power_grid.png
Scale bar: 20 um. Pins as bars on the die edge.
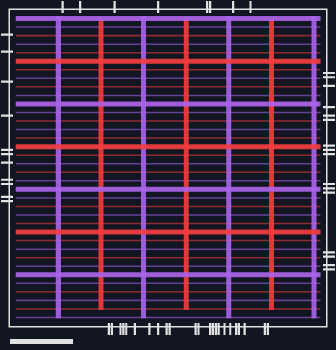
placement_by_type.png
Fill, decap, tap and diode cells in gray.
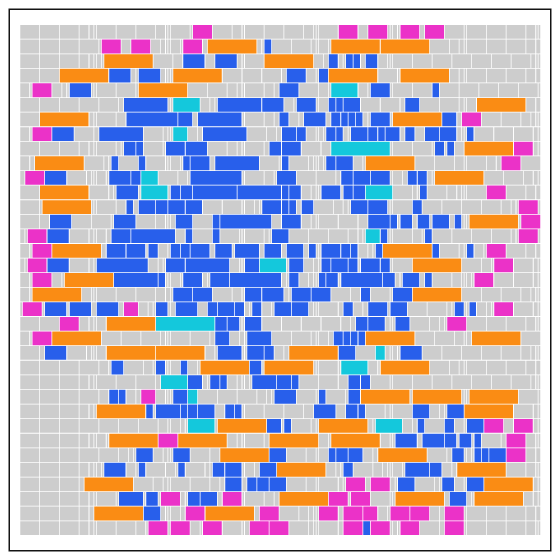
clk_routes.png
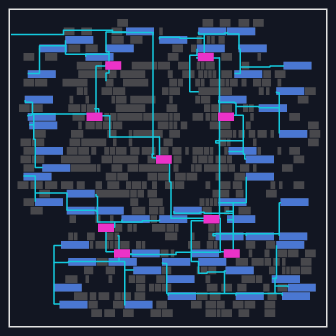
wires.png
Scale bar: 20 um. Only two layers are drawn.
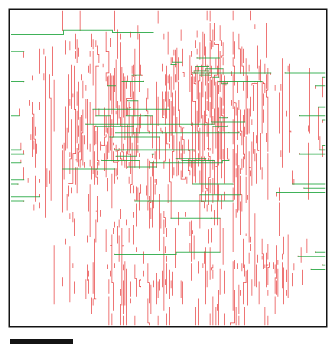
clocks.png
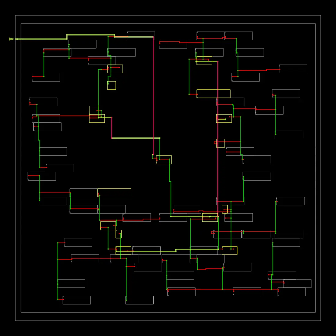
[config.mk]
export PLATFORM = sky130hd
export DESIGN_NAME = antilog_16
export DESIGN_NICKNAME = d
export VERILOG_FILES = /design/src/rtl/antilog_16.sv
export SDC_FILE = /design/constraint.sdc
export NUM_CORES = 1
export LEC_CHECK = 0
export CORE_MARGIN = 1.5
export CORE_UTILIZATION = 40
export CTS_CLUSTER_SIZE = 40
export DETAILED_ROUTE_END_ITERATION = 16
export GPL_ROUTABILITY_DRIVEN = 1
export PLACE_DENSITY = 0.61
export SYNTH_ARGS = -nofsm -noshare
export SYNTH_HDL_FRONTEND = slang
export SYNTH_SLANG_ARGS = --single-unit
[constraint.sdc]
create_clock -name clk -period 4.8 [get_ports clk]
set_input_delay 0.48 -clock clk [delete_from_list [all_inputs] [get_ports clk]]
set_output_delay 0.48 -clock clk [all_outputs]
set_load 0.005 [all_outputs]
[src/rtl/antilog_16.sv]
// Two-stage base-2 antilog: 17-bit log word (Q5.12, signed integer part) to
// unsigned Q4.12 linear value by Mitchell approximation, with saturation counters.
module antilog_16 #(
    parameter int WIDTH = 16,
    parameter int QP    = 12
) (
    input  logic             clk,
    input  logic             rst,
    input  logic             in_valid,
    output logic             in_ready,
    input  logic [WIDTH:0]   in_log,
    input  logic             in_zero,
    output logic             out_valid,
    input  logic             out_ready,
    output logic [WIDTH-1:0] out_data,
    output logic             out_ovf,
    output logic             out_unf,
    output logic [7:0]       ovf_cnt,
    output logic [7:0]       unf_cnt
);

    logic          en1, en2;
    logic [5:0]    shift_d;
    logic          ovf_d, unf_d;

    logic          s1_valid;
    logic [5:0]    s1_shift;
    logic [QP:0]   s1_mant;
    logic          s1_zero, s1_ovf, s1_unf;

    logic [WIDTH-1:0] mant_ext;
    logic [WIDTH-1:0] res_d;
    logic             out_xfer;

    always_comb begin
        en2      = ~out_valid | out_ready;
        en1      = ~s1_valid | en2;
        in_ready = en1;
        out_xfer = out_valid & out_ready;
    end

    // Shift is the sign-extended integer part biased by the fraction width.
    always_comb begin
        shift_d = {in_log[WIDTH], in_log[WIDTH:QP]} + 6'd12;
        ovf_d   = ~in_zero & ($signed(shift_d) > 6'sd15);
        unf_d   = ~in_zero & shift_d[5];
    end

    always_ff @(posedge clk or posedge rst) begin
        if (rst) begin
            s1_valid <= 1'b0;
            s1_shift <= '0;
            s1_mant  <= '0;
            s1_zero  <= 1'b0;
            s1_ovf   <= 1'b0;
            s1_unf   <= 1'b0;
        end else if (en1) begin
            s1_valid <= in_valid;
            if (in_valid) begin
                s1_shift <= shift_d;
                s1_mant  <= {1'b1, in_log[QP-1:0]};
                s1_zero  <= in_zero;
                s1_ovf   <= ovf_d;
                s1_unf   <= unf_d;
            end
        end
    end

    always_comb begin
        mant_ext = {{(WIDTH-QP-1){1'b0}}, s1_mant};
        res_d    = '0;
        if (s1_zero || s1_unf)
            res_d = '0;
        else if (s1_ovf)
            res_d = '1;
        else if ($signed(s1_shift) >= 6'sd12)
            res_d = mant_ext << (s1_shift - 6'd12);
        else
            res_d = mant_ext >> (6'd12 - s1_shift);
    end

    always_ff @(posedge clk or posedge rst) begin
        if (rst) begin
            out_valid <= 1'b0;
            out_data  <= '0;
            out_ovf   <= 1'b0;
            out_unf   <= 1'b0;
        end else if (en2) begin
            out_valid <= s1_valid;
            if (s1_valid) begin
                out_data <= res_d;
                out_ovf  <= s1_ovf;
                out_unf  <= s1_unf;
            end
        end
    end

    // Events are counted as results leave, so stalled words are counted once.
    always_ff @(posedge clk or posedge rst) begin
        if (rst) begin
            ovf_cnt <= '0;
            unf_cnt <= '0;
        end else if (out_xfer) begin
            if (out_ovf && ovf_cnt != 8'hFF) ovf_cnt <= ovf_cnt + 8'd1;
            if (out_unf && unf_cnt != 8'hFF) unf_cnt <= unf_cnt + 8'd1;
        end
    end

endmodule
==> results.yml <==
# yosys + openroad results
clock_network:
  cts.repair.resized: 0
  cts_setup_buffers: 0
  clk_pin_slew_ns: 0.07
  cts_tree: "yes"
  cts-htree-levels: 3
worst_setup_path:
  ff2ff_path_depth: 7
  ff2ff_setup_slack_ns: 1.77
  crit_required_ns: 5.04
  cp-end-kind: "register"
  r2r-start: "s1_shift[1]"
  crit_fanout: 20
  reg2reg_to: "out_data[0]"
  worstSetupStartpointType: "register"
  setup.worst_path.start: "s1_shift[1]"
  path_delay_family: "flip-flops"
  endpoint: "out_data[0]"
  path_cells: "inv_1 -> ha_1 -> xor2_1 -> mux2i_1 -> o311a_1 -> a21oi_1 -> a221o_1"
  cpMaxStageDelayCell: "dfrtp_1"
  crit_buf_inv: 1
floorplanning:
  io_pins: 58
  initCoreUtil: 0.4127
  n_tap_cell: 129
logic_synthesis:
  floorplan.nets: 385
  yosysMostFrequentCell: "dfrtp_1"
  ys_sh_simple: 0.1434
  async_flop_share: 1.000
  area_leaders: "dfrtp_1 (38%), mux2_2 (8.0%), mux4_2 (6.5%), mux2i_1 (5.0%), nand2_1 (4.0%)"
  yosysTopAreaCell: "dfrtp_1"
  synth_area_per_cell_sq_um: 10.68
  xor_share: 0.04823
  yosysUniqueCellTypes: 61
  yosysWarnings: 0
  yosys-stat-area_sq_mm: 0.003814
routing:
  via_per_inst: 5.644
  first_pass_iters: 4
  drt_iter0_markers: 193
  wl_met3_um: 643
  drtAntennaViolNets: 0
  met1_length_mm: 4.568
  drc: 0
final_layout:
  layoutNonFillerInstCount: 536
  sh_seq_area: 0.3122
  largest_cell_class: "logic gates"
  largestRegisters: "out_data (16), s1_mant (13)"
  final-clk-cell-share: 0.04684
  largest_reg_flops: 16
  logic_gates: 267
  regMostFlops: "out_data"
  area_growth_pct: 21.88
  logic_area_sq_mm: 0.002202
  fill_cells: 864
  seq_area_sq_mm: 0.001451
  antenna_cells: 0
placed_design:
  place_ws_ns: 1.788
  port_buffers: 57
  placed_cells: 520
  gp_congestion: 0.8937
power_and_ir_drop:
  sequentialPowerShare: 0.357
  power_mw: 1.924
  power_density_mw_per_mm2: 413.8
  comb_cell_power_uw: 727
  p_seq_uw: 687
  p_int_mw: 1.241
  switchingPower_uw: 682.9
final_timing:
  fin_tns_setup_ns: 0
  fmax_mhz: 330.2
  relSlewSlack: 0.3259
  rsz0062_at_grt: "false"
  hold_viol_final: 0
  holdWs_ns: 0.4951
  maxSlewViolCount: 0
  worst_slack_ns: 1.772
  period_needed_ns: 3.028
  period_used_share: 0.6309
global_routing:
  grt_max_degree: 59
  overflow: 0
  grt_pass1_wl_mm: 16.04
  grtUsageMet3: 0.05825
  grt_use_met1: 0.2950
  antenna_found_initial: 0
worst_hold_path:
  min_path_type: "reg -> reg"
  worstHoldEndpoint: "unf_cnt[5]"
run_status:
  status: "completed"
Notes on power_grid.png above:
[VDD] red
[VSS] purple
signal pins: 58
met1 rails: 36
met4 straps: 7
met5 straps: 7
rows: 35
Die Span Y: 100.6 um
core area: 0.009240 sq mm

Notes on placement_by_type.png above:
[other buffers and delay cells] magenta | cells: 60 | share of their area: 13%
[flops] orange | cells: 58 | share of their area: 32%
[combinational and other logic] blue | cells: 273 | share of their area: 50%
[clock drivers and dummy loads] cyan | cells: 16 | share of their area: 4.9%
FP Rows: 35
fin area: 0.004648 sq mm
post-layout util: 0.5030

Notes on clk_routes.png above:
[flip-flops] blue | count: 58
[clock drivers] magenta | count: 9
[clock wires] cyan | length: 948 um
routed clock nets: 10
flops lie: spread over the die
clock skew: 0.01259 ns
Latency at later pin: 0.36 ns
clock power share: 0.265
Clock net power: 510 uW

Notes on wires.png above:
[metal 3] green | wire length: 644 um
[metal 2] red | wire length: 4310 um
gr usage total: 0.2058
drt wl/cell: 18.09 um
final wirelength: 9.694 mm
vias post-DR: 3025

Notes on clocks.png above:
CTS sink count: 58
Flop Count: 58
CTS buffer count: 9
clock buffer count: 9

cell usage in the layout (no fill, tap or decap), types with 4 or more instances in the layout:
| cell | count |
|---|---|
| nand2_1 | 41 |
| and3_1 | 6 |
| mux2i_1 | 19 |
| a21oi_1 | 10 |
| xor2_1 | 8 |
| o221ai_1 | 4 |
| o21ai_0 | 7 |
| nor2_1 | 13 |
| mux4_2 | 11 |
| mux2_2 | 27 |
| dfrtp_1 | 58 |
| a31oi_1 | 5 |
| mux4_1 | 5 |
| clkbuf_8 | 9 |
| clkdlybuf4s50_1 | 57 |
| nand3_1 | 19 |
| nand4_1 | 9 |
| ha_1 | 6 |
| xnor2_1 | 13 |
| nand2b_1 | 7 |
| a221o_1 | 5 |
| inv_1 | 4 |
Power is estimated from default activity; no workload was simulated.
